<file path="src/rtl/glorb_pkg.sv">
// rtl/glorb_pkg.sv - shared width constants and loader state encoding for the 8-bit core
// Contents:
//   IM_DEPTH, IM_ADDR_W, WORD_W  instruction memory geometry shared by Pc/Im/Rf and the loader
//   loader_state_t               program loader FSM states
//   len_ok()                     frame length legality check (1..IM_DEPTH)
package glorb_pkg;

    localparam int IM_DEPTH  = 16;
    localparam int IM_ADDR_W = 4;
    localparam int WORD_W    = 8;

    typedef enum logic [2:0] {
        IDLE  = 3'd0,
        LOAD  = 3'd1,
        CHECK = 3'd2,
        FLUSH = 3'd3,
        RUN   = 3'd4,
        ERR   = 3'd5
    } loader_state_t;

    // A frame must carry at least one instruction and no more than fit in Im.
    function automatic logic len_ok(input logic [WORD_W-1:0] len, input int depth);
        logic [WORD_W-1:0] max_len;
        max_len = WORD_W'(depth);
        return (len != '0) && (len <= max_len);
    endfunction

endpackage

</file>
<file path="src/rtl/prog_loader.sv">
// rtl/prog_loader.sv - byte-stream program loader feeding the instruction memory and core start line
// Optional feature macro: CHECKSUM_EN (adds trailing XOR checksum byte and CHECK state).
// Frame: LEN byte, LEN instruction bytes, then (CHECKSUM_EN) one XOR checksum byte.
// Ports:
//   clk       in   system clock, rising edge
//   rst       in   asynchronous active-high reset
//   in_valid  in   stream byte present
//   in_data   in   stream byte
//   in_ready  out  loader accepts byte (combinational)
//   reload    in   synchronous abort/restart to IDLE
//   im_we     out  instruction memory write enable (one-cycle pulse per byte)
//   im_addr   out  instruction memory write address
//   im_wdata  out  instruction memory write data
//   start     out  core run enable, high only in RUN
//   busy      out  high in LOAD/CHECK/FLUSH
//   err       out  high in ERR (bad LEN or checksum mismatch)
module prog_loader
    import glorb_pkg::*;
#(
    parameter int DEPTH  = IM_DEPTH,
    parameter int ADDR_W = IM_ADDR_W,
    parameter int DATA_W = WORD_W
) (
    input  logic              clk,
    input  logic              rst,
    input  logic              in_valid,
    input  logic [DATA_W-1:0] in_data,
    output logic              in_ready,
    input  logic              reload,
    output logic              im_we,
    output logic [ADDR_W-1:0] im_addr,
    output logic [DATA_W-1:0] im_wdata,
    output logic              start,
    output logic              busy,
    output logic              err
);

    // One extra bit so count can reach DEPTH without wrapping.
    localparam int CNT_W = ADDR_W + 1;
    localparam logic [CNT_W-1:0] CNT_ONE = CNT_W'(1);

    loader_state_t    state;
    logic [CNT_W-1:0] count;
    logic [CNT_W-1:0] len_q;
    logic             transfer;
    logic             last_byte;

`ifdef CHECKSUM_EN
    logic [DATA_W-1:0] acc;
`endif

    // reload wins over a simultaneous in_valid: the byte is refused rather than half-consumed.
    assign in_ready = ((state == IDLE) || (state == LOAD) || (state == CHECK)) && !reload;
    assign transfer = in_valid && in_ready;
    assign last_byte = (count == (len_q - CNT_ONE));

    always_ff @(posedge clk or posedge rst) begin
        if (rst) begin
            state    <= IDLE;
            im_we    <= 1'b0;
            im_addr  <= '0;
            im_wdata <= '0;
            start    <= 1'b0;
            busy     <= 1'b0;
            err      <= 1'b0;
            count    <= '0;
            len_q    <= '0;
`ifdef CHECKSUM_EN
            acc      <= '0;
`endif
        end else begin
            // Write strobe is a single-cycle pulse; only an accepted LOAD byte re-arms it.
            im_we <= 1'b0;

            if (reload) begin
                state <= IDLE;
                start <= 1'b0;
                err   <= 1'b0;
                busy  <= 1'b0;
                count <= '0;
            end else begin
                case (state)
                    IDLE: begin
                        if (transfer) begin
                            if (len_ok(in_data, DEPTH)) begin
                                len_q <= in_data[CNT_W-1:0];
                                count <= '0;
`ifdef CHECKSUM_EN
                                acc   <= '0;
`endif
                                busy  <= 1'b1;
                                state <= LOAD;
                            end else begin
                                err   <= 1'b1;
                                state <= ERR;
                            end
                        end
                    end

                    LOAD: begin
                        if (transfer) begin
                            im_we    <= 1'b1;
                            im_addr  <= count[ADDR_W-1:0];
                            im_wdata <= in_data;
                            count    <= count + CNT_ONE;
`ifdef CHECKSUM_EN
                            acc      <= acc ^ in_data;
                            if (last_byte) begin
                                state <= CHECK;
                            end
`else
                            if (last_byte) begin
                                state <= FLUSH;
                            end
`endif
                        end
                    end

`ifdef CHECKSUM_EN
                    CHECK: begin
                        if (transfer) begin
                            if (in_data == acc) begin
                                state <= FLUSH;
                            end else begin
                                busy  <= 1'b0;
                                err   <= 1'b1;
                                state <= ERR;
                            end
                        end
                    end
`endif

                    // Gives the final im_we pulse its cycle before the core is released.
                    FLUSH: begin
                        busy  <= 1'b0;
                        start <= 1'b1;
                        state <= RUN;
                    end

                    RUN: begin
                        start <= 1'b1;
                    end

                    ERR: begin
                        err   <= 1'b1;
                        start <= 1'b0;
                    end

                    default: begin
                        busy  <= 1'b0;
                        start <= 1'b0;
                        err   <= 1'b0;
                        state <= IDLE;
                    end
                endcase
            end
        end
    end

endmodule

</file>
<file path="config.mk">
export PLATFORM = sky130hd
export DESIGN_NAME = prog_loader
export DESIGN_NICKNAME = d
export VERILOG_FILES = /design/src/rtl/glorb_pkg.sv /design/src/rtl/prog_loader.sv
export SDC_FILE = /design/constraint.sdc
export NUM_CORES = 1
export LEC_CHECK = 0
export ABC_AREA = 1
export ABC_CLOCK_PERIOD_IN_PS = 3600
export CAP_MARGIN = 20
export CORE_MARGIN = 5
export CORE_UTILIZATION = 37
export CTS_BUF_LIST = sky130_fd_sc_hd__clkbuf_16
export DETAILED_ROUTE_END_ITERATION = 10
export REMOVE_ABC_BUFFERS = 1
export SLEW_MARGIN = 20
export SYNTH_ARGS = -nofsm -noshare
export SYNTH_HDL_FRONTEND = slang
export SYNTH_SLANG_ARGS = --single-unit
</file>
<file path="constraint.sdc">
create_clock -name clk -period 3.6 [get_ports clk]
set_input_delay 0.36 -clock clk [delete_from_list [all_inputs] [get_ports clk]]
set_output_delay 0.36 -clock clk [all_outputs]
set_load 0.02 [all_outputs]
</file>
Track usage over the die:
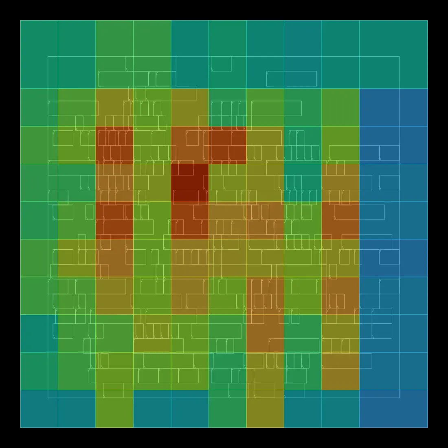
gr usage total: 14.7%
GRT busiest layer: met2
GR Util met3: 4.46%
Global Route met1 Usage: 17.9%
GR Util met2: 24.2%

The metal 1 layer:
Scale: 8 px per µm. Supply wires on this layer in gray.
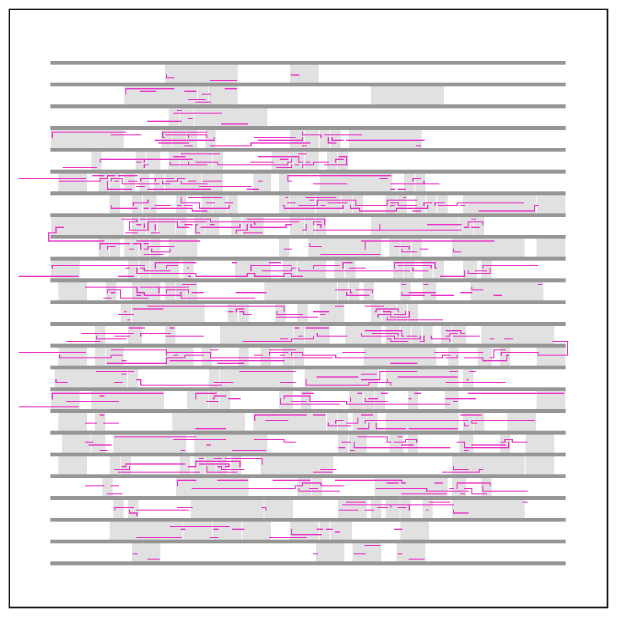
The longest straight run is 18.4 µm. The wires run mostly horizontal. 227 nets have wire on it. The layer holds 47% of the routed length.
via count: 1,351
overall routed net length: 3.30 mm

Routed metal, one color a layer:
Scale: 6 px per µm. Two of the layers only.
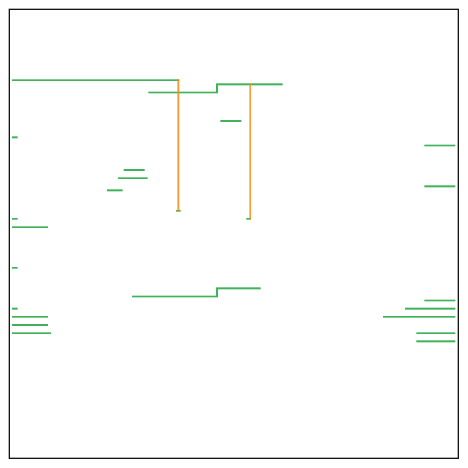
metal 4: marked orange, wire length 44.2 µm. metal 3: marked green, wire length 160 µm.
wire per inst: 11.3 µm

==> qor.txt <==
biggest area cells: dfrtp_1 47%, nand2_1 19%, inv_1 6.3%
post-synth top area cell: dfrtp_1
most instantiated logic cells after routing: 77 x nand2_1, 29 x dfrtp_1, 28 x clkdlybuf4s50_1
clock skew: 0.00446 ns
First-pass DRT Iterations: 5
WP data arrival: 1.87 ns
min-delay worst type: input pin to asynchronous set/reset pin
status: completed
post-synthesis xor/xnor area fraction: 2.27%
Reg2Reg Depth: 5
yosys warns: 0
Pwr per Cell Area: 757 nW/µm²
antenna violations before repair: 0
comb area leader: simple AND/OR/NAND/NOR gates
max reg flops: 8
Slew Limit Fails: 0
comb. cell area: 693 µm²
Worst Hold Slack: 0.457 ns
Detail Route Antenna Nets: 0
leading power group: combinational logic
IO Pins: 29
Clock net power: 0.468 mW
floorplan core density: 38.3%
drt first-iter violations: 82
Dominant cell area share: 47.0%
vias in the first global route: 1,417
top cell category: flip-flops and latches
RSZ-0062 raised after global routing: false
clkbuf count: 5
CP startpoint kind: input pin
mapped cell area: 1540 µm²
adder share: 1.62%
CP peak stage delay: 0.60 ns
min cycle time layout: 2.23 ns
VDD IR max: 0.382 mV
post-place setup slack: 1.36 ns
FF-to-FF End: im_addr[0]$_DFFE_PP0P_
Pint: 0.992 mW
Psw: 0.555 mW
Reg clk slew, reported paths: 0.05 ns
Vias/cell: 4.64
asr flop ratio synth: 100%
critical path class: input pin to output port
max-capacitance violation count: 0
top layer in use: met4
Tapcells: 50
Layout area overhead: 32.4%
count of tool warnings: 25
Chip Width: 74.6 µm
Power is estimated from default activity; no workload was simulated.
